==> config.mk <==
export PLATFORM = sky130hd
export DESIGN_NAME = mdd_param
export DESIGN_NICKNAME = d
export VERILOG_FILES = /design/src/rtl/mdd_pkg.sv /design/src/rtl/mdd_rd_pipe.sv /design/src/rtl/mdd_param.sv
export SDC_FILE = /design/constraint.sdc
export NUM_CORES = 2
export LEC_CHECK = 0
export ABC_AREA = 0
export CAP_MARGIN = 30
export CORE_MARGIN = 10
export CORE_UTILIZATION = 40
export DETAILED_ROUTE_END_ITERATION = 10
export PLACE_DENSITY = 0.56
export SETUP_SLACK_MARGIN = 0.3
export SYNTH_ARGS = -nofsm -noshare
export SYNTH_HDL_FRONTEND = slang
export SYNTH_SLANG_ARGS = --single-unit
==> constraint.sdc <==
create_clock -name clock -period 6.3 [get_ports clock]
set_input_delay 1.26 -clock clock [delete_from_list [all_inputs] [get_ports clock]]
set_output_delay 1.26 -clock clock [all_outputs]
set_load 0.1 [all_outputs]
==> src/rtl/mdd_pkg.sv <==
// Shared types and constants for the parametrised data memory.
// Imported by the top and its read pipeline.
package mdd_pkg;

  typedef enum logic {
    INIT,
    SERVE
  } mdd_state_e;

  localparam int DATA_W_DEF = 8;
  localparam int ADDR_W_DEF = 8;
  localparam int RD_LAT_MAX = 4;

endpackage

==> src/rtl/mdd_rd_pipe.sv <==
// Fixed-depth read return pipeline carrying {valid, error, data}.
// Data stages only load on a valid beat so the output holds between reads.
module mdd_rd_pipe
  import mdd_pkg::*;
#(
  parameter int DATA_W = DATA_W_DEF,
  parameter int LAT    = 1
) (
  input  logic              clk_i,
  input  logic              flush_i,
  input  logic              vld_i,
  input  logic              err_i,
  input  logic [DATA_W-1:0] dat_i,
  output logic              vld_o,
  output logic              err_o,
  output logic [DATA_W-1:0] dat_o
);

  if (LAT < 1 || LAT > RD_LAT_MAX) begin : g_bad_lat
    $error("mdd_rd_pipe: LAT out of range");
  end

  logic [LAT-1:0]    vld_q;
  logic [LAT-1:0]    err_q;
  logic [DATA_W-1:0] dat_q [LAT];

  always_ff @(posedge clk_i) begin
    if (flush_i) begin
      vld_q <= '0;
      err_q <= '0;
      for (int i = 0; i < LAT; i++) begin
        dat_q[i] <= '0;
      end
    end else begin
      vld_q[0] <= vld_i;
      err_q[0] <= err_i;
      if (vld_i) dat_q[0] <= dat_i;
      for (int i = 1; i < LAT; i++) begin
        vld_q[i] <= vld_q[i-1];
        err_q[i] <= err_q[i-1];
        if (vld_q[i-1]) dat_q[i] <= dat_q[i-1];
      end
    end
  end

  assign vld_o = vld_q[LAT-1];
  assign err_o = err_q[LAT-1];
  assign dat_o = dat_q[LAT-1];

endmodule

==> src/rtl/mdd_param.sv <==
// Parametrised data memory with reset-time zeroing, ready handshake,
// write-first bypass and out-of-range detection.
module mdd_param
  import mdd_pkg::*;
#(
  parameter int DATA_W = DATA_W_DEF,
  parameter int ADDR_W = ADDR_W_DEF,
  parameter int DEPTH  = 256,
  parameter int RD_LAT = 1
) (
  input  logic              clock,
  input  logic              reset,
  input  logic [ADDR_W-1:0] address,
  input  logic [DATA_W-1:0] write_data,
  input  logic              mem_write,
  input  logic              mem_read,
  output logic              ready,
  output logic [DATA_W-1:0] mem_data,
  output logic              mem_valid,
  output logic              addr_error
);

  localparam int IW = (DEPTH > 1) ? $clog2(DEPTH) : 1;
  localparam int CW = $clog2(DEPTH) + 1;
  localparam logic [ADDR_W:0] DEPTH_A = (ADDR_W+1)'(DEPTH);
  localparam logic [CW-1:0]   LAST_C  = CW'(DEPTH - 1);

  mdd_state_e        state_q, state_d;
  logic [CW-1:0]     init_cnt_q, init_cnt_d;
  logic [DATA_W-1:0] mem_q [DEPTH];

  logic              in_range;
  logic              rd_acc, wr_acc;
  logic              wr_en;
  logic [IW-1:0]     idx, wr_idx;
  logic [DATA_W-1:0] wr_dat, rd_dat;

  always_ff @(posedge clock) begin
    if (reset) begin
      state_q    <= INIT;
      init_cnt_q <= '0;
    end else begin
      state_q    <= state_d;
      init_cnt_q <= init_cnt_d;
    end
  end

  always_comb begin
    state_d    = state_q;
    init_cnt_d = init_cnt_q;
    unique case (state_q)
      INIT: begin
        init_cnt_d = init_cnt_q + 1'b1;
        if (init_cnt_q == LAST_C) state_d = SERVE;
      end
      SERVE: state_d = SERVE;
    endcase
  end

  always_comb begin
    ready = (state_q == SERVE);
  end

  assign idx      = address[IW-1:0];
  assign in_range = {1'b0, address} < DEPTH_A;
  assign rd_acc   = ready & mem_read;
  assign wr_acc   = ready & mem_write;

  // INIT owns the write port; in SERVE only in-range stores reach it
  always_comb begin
    wr_en  = 1'b0;
    wr_idx = init_cnt_q[IW-1:0];
    wr_dat = '0;
    if (state_q == INIT) begin
      wr_en = 1'b1;
    end else if (wr_acc && in_range && !reset) begin
      wr_en  = 1'b1;
      wr_idx = idx;
      wr_dat = write_data;
    end
  end

  always_ff @(posedge clock) begin
    if (wr_en) mem_q[wr_idx] <= wr_dat;
  end

  always_comb begin
    rd_dat = '0;
    if (in_range) rd_dat = wr_acc ? write_data : mem_q[idx];
  end

  mdd_rd_pipe #(
    .DATA_W (DATA_W),
    .LAT    (RD_LAT)
  ) u_rd_pipe (
    .clk_i   (clock),
    .flush_i (reset),
    .vld_i   (rd_acc),
    .err_i   ((rd_acc | wr_acc) & ~in_range),
    .dat_i   (rd_dat),
    .vld_o   (mem_valid),
    .err_o   (addr_error),
    .dat_o   (mem_data)
  );

endmodule

Figure 1. The metal 1 layer.
Scale bar: 100 um. Supply wires on this layer in grey.
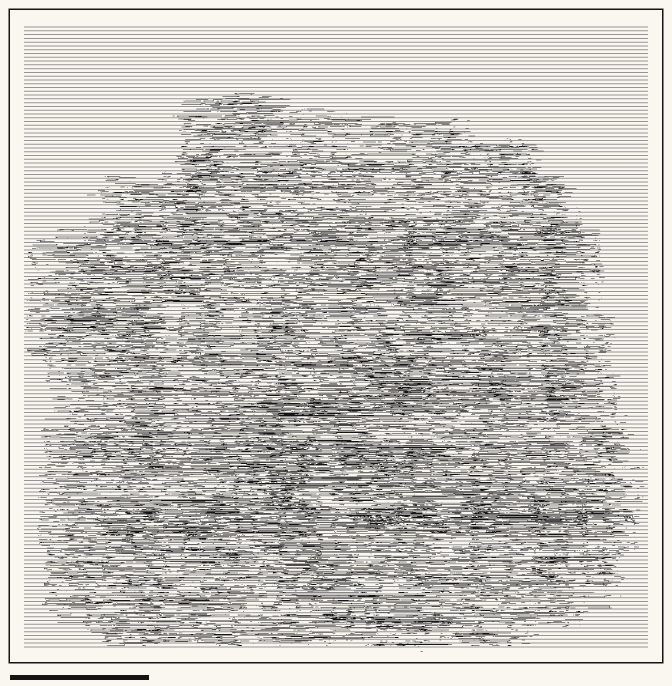
wire length on this layer: 90.3 mm
longest straight run: 155 um

Figure 2. The metal 2 layer.
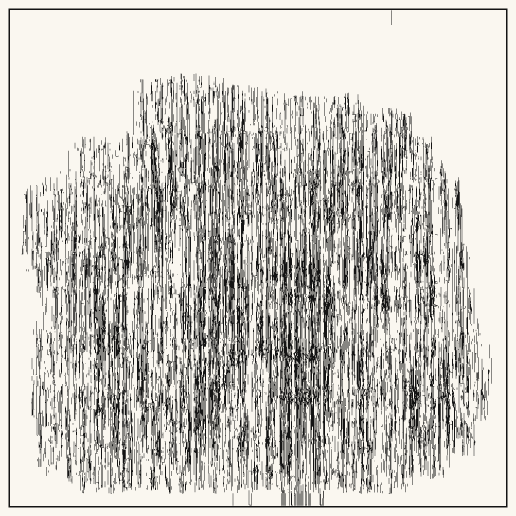
wire length on this layer: 101 mm
main direction: vertical
share of all routed wire: 47%
longest straight run: 148 um

Figure 3. The metal 3 layer.
Scale bar: 100 um. Cells faint in the background.
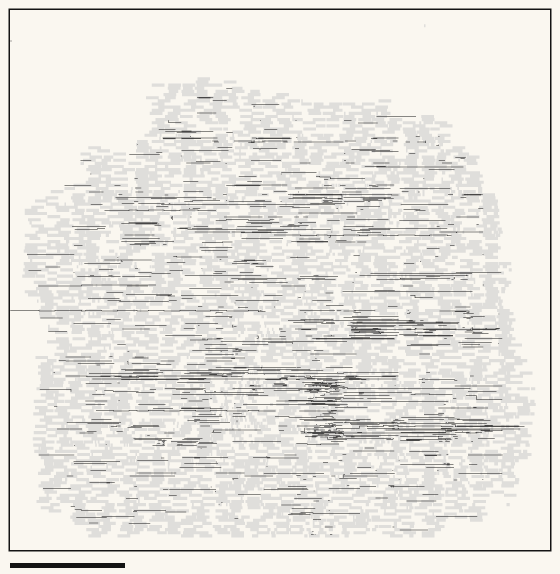
nets with wire on the layer: 412
main direction: horizontal

Figure 4. Met4 routing.
Supply wires on this layer in grey.
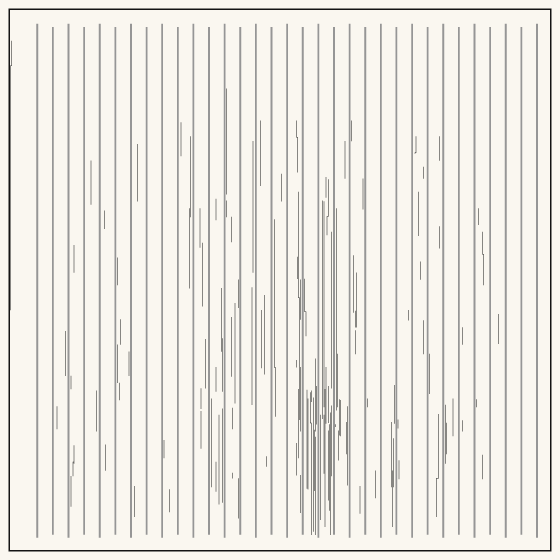
longest straight run: 213 um
nets with wire on the layer: 78
main direction: vertical
wire length on this layer: 6230 um
number of vias in the routed layout: 40.3k
final WL: 214000 um

==> per-layer routing <==
layer / GRT usage [%] / vias to the layer above / routed length [um]
met4: 5.45 / 4 / 6230
met5: 0 / - / 27
met3: 3.80 / 318 / 16300
met2: 30.0 / 1665 / 101000
li1: - / 16800 / -
met1: 26.6 / 21500 / 90300
==> worst max-delay path: cells and delay by family <==
family	cells	cell delay [ns]
buf+inv	2	1.25
simple gates	4	2.53
==> sequential cells by signal, indices dropped and copies added (netlist names) <==
signal,flops
u_rd_pipe.dat_q,8
init_cnt_q,9
u_rd_pipe.vld_o,1
ready,1
mem_q,2048
==> metrics by stage <==
stage	cells	power [mW]
floorplan	3947	15.8
global placement	6539	16.2
detailed placement	6547	16.2
CTS	6916	28.1
global route	6921	28.7
finish	6924	27.9
==> report_power, final <==
| part | switching [mW] | internal (mW) | total [mW] |
|---|---|---|---|
| clock network | 5.14 | 6.87 | 12.0 |
| registers | 0.00973 | 14.9 | 14.9 |
| logic | 0.638 | 0.345 | 0.983 |
==> final timing paths <==
| kind | endpoint | slack [ns] | cells after the start | from |
|---|---|---|---|---|
| min reg2reg | init_cnt_q[8] | 0.52 | 2 | init_cnt_q[8] |
| max reg2reg | mem_q[44][4] | 1.94 | 6 | ready |
| min | init_cnt_q[8] | 0.52 | 2 | init_cnt_q[8] |
| max | mem_q[44][4] | 1.68 | 6 | reset |
==> synth_stat cells (31+ instances only) <==
| cell type | n | area [um2] |
|---|---|---|
| buf_4 | 31 | 233 |
| buf_6 | 31 | 349 |
| mux2i_1 | 248 | 2480 |
| clkbuf_1 | 91 | 342 |
| buf_2 | 54 | 270 |
| nand3_1 | 64 | 320 |
| a21oi_1 | 41 | 205 |
| a22oi_1 | 133 | 998 |
| nor2_1 | 308 | 1160 |
| mux2_2 | 34 | 383 |
| edfxtp_1 | 2056 | 61700 |
| mux4_2 | 392 | 8830 |
| o22ai_1 | 41 | 257 |
| nand2_1 | 84 | 315 |
| o221ai_1 | 85 | 744 |
==> final cells by class <==
cell class | instances | area share (%)
sequential | 2067 | 67.9
inverter | 3 | 0.0123
antenna | 4 | 0.0110
timing repair buffer | 187 | 2.14
multi-input combinational | 1638 | 19.1
clock inverter | 115 | 1.31
tap | 2656 | 3.64
clock buffer | 254 | 5.90
==> cells by family (layout without fill, tap and decap cells) <==
logic type	Yosys count	count (layout)
mux	674	674
xor+xnor	7	7
simple gates	573	573
fa+ha+maj	2	2
other cells	1	5
flops	2067	2067
compound gates	381	381
buf+inv	242	559
==> flow_summary_export.csv <==
group,metric,value,unit
run_status,run_status,"complete, no violations",
cells_and_area,final_core_util,45.5,%
cells_and_area,share_of_layout_cells_above_drive_strength_1,21.5,%
die,io_pins,31,
global_routing,number_of_antenna_violations_at_the_first_check_in_global_routing,5,
yosys,synth-async-reset-ratio,0,%
worst_setup_path,worstPathCellList,"clkdlybuf4s50_1, or2_2, nand2_1, nand3_2, buf_4, nor2_1",
flow_run,max_cap_violations,0,
worst_setup_path,crit_type,"input port to flop",
cells_and_area,final_layout_top_logic_cell,"edfxtp_1",
global_routing,pin_count_of_the_biggest_net_entering_global_routing,113,
yosys,netlist_area,80700,um2
drt,detailed_route_vias_per_instance,5.81,
global_routing,grt_use_total,18.9,%
yosys,post_synth_inst_count,3947,
sta,layout_min_cycle_time,4.62,ns
worst_setup_path,required,6.76,ns
placed_design,placed_area,84600,um2
sta,setup-violations-final,0,
die,die-height,469,um
die,die_w,469,um
pwr,ir_worst_vdd,0.222,mV
worst_setup_path,slowest_delay,0.77,ns
worst_setup_path,critPathArrivalTime,5.08,ns
sta,timing.max_slew.rel_slack,32.9,%
clocking,insertion_delay,0.83,ns
clocking,cts_hold_repair.buffers,0,
yosys,synth-compound-area-share,3.49,%
cells_and_area,final_cell_mix,"edfxtp_1 (2056), mux4_2 (392), nor2_1 (306)",
sta,timing.final.hold_violations,0,
clocking,cts_inserted_buffers,204,
yosys,synth.yosys.seq_area_share,76.8,%
clocking,clock_sink_count,2067,
yosys,synth.logic.top_family,"multiplexers",
global_routing,first_global_vias,40400,
yosys,yosysChipArea,80700,um2
sta,finClkSkew,0.0377,ns
yosys,synth-main-ff-cell,"edfxtp_1",
clocking,cts-resized-gates,0,
die,fp.dieArea,220000,um2
yosys,synth.lib_cells_used.distinct,60,
yosys,syn_avg_cell_area,20.5,um2
die,core.rowCount,164,
die,floorplan.core_util,40.3,%
global_routing,grt_overflow,0,
global_routing,grt_first_pass_wirelength,306000,um
clocking,cts_max_path_buffers,3,
yosys,yosys.area_share.adder,0.0310,%
pwr,total_leakage_power,32.1,nW
cells_and_area,final_nets,4123,
drt,drc,0,
placed_design,numPortBuffers,29,
cells_and_area,logic_area,17400,um2
worst_setup_path,critical_path.slowest_cell,"clkdlybuf4s50_1",
worst_setup_path,critPathLaunchType,"input port",
sta,hold_ws,0.523,ns
yosys,synth_xor_xnor_area_share,0.0759,%
sta,minimum_setup_slack_in_the_final_design,1.68,ns
drt,wire_per_inst,30.9,um
die,core_area,200000,um2
sta,timing_worst_slew_pin_value,1.01,ns
yosys,synth.yosys.warnings,0,
flow_run,warning_count,36,
placed_design,gp_congestion,0.901,
yosys,ys_cells,3947,
cells_and_area,sequential_cell_area,62000,um2
clocking,clkSlewWorstSetupHoldPaths,0.06,ns
drt,drt.antenna.violating_nets,0,
yosys,post_synth_mux_share,14.5,%
yosys,fp_nets,3969,
min_path,min_path_type,"flop to flop",
sta,max_clock_freq,216,MHz
yosys,synth-simple-area-share,3.28,%
yosys,synth-edff-count,2056,
drt,drt_first_pass_iters,6,
cells_and_area,fillers,16800,
placed_design,hpwlAfterDp,133000,um
cells_and_area,area_overhead_vs_synth,13.0,%
placed_design,place_worst_setup_slack,0.839,ns
sta,totalNegativeSetupSlack,0,ns
sta,rsz0062_at_grt,"no",
worst_setup_path,critical_path_maximum_fanout,17,
drt,drt_iter0_drc,4848,
clocking,tritoncts,"built",
sta,finalMaxSlewViolations,0,
worst_setup_path,critical_path.endpoint_type,"flop",
sta,post-route-period-util,73.3,%
yosys,synth_flop_count,2067,
cells_and_area,design_area,91200,um2
clocking,post_cts.repair.setup_buffers,0,
pwr,cellPowerDensity,306,nW/um2
clocking,h-tree-depth,4,
clocking,cts_root_buf,"clkbuf_16",
No activity file was given, so power comes from the tool's default toggle rates.
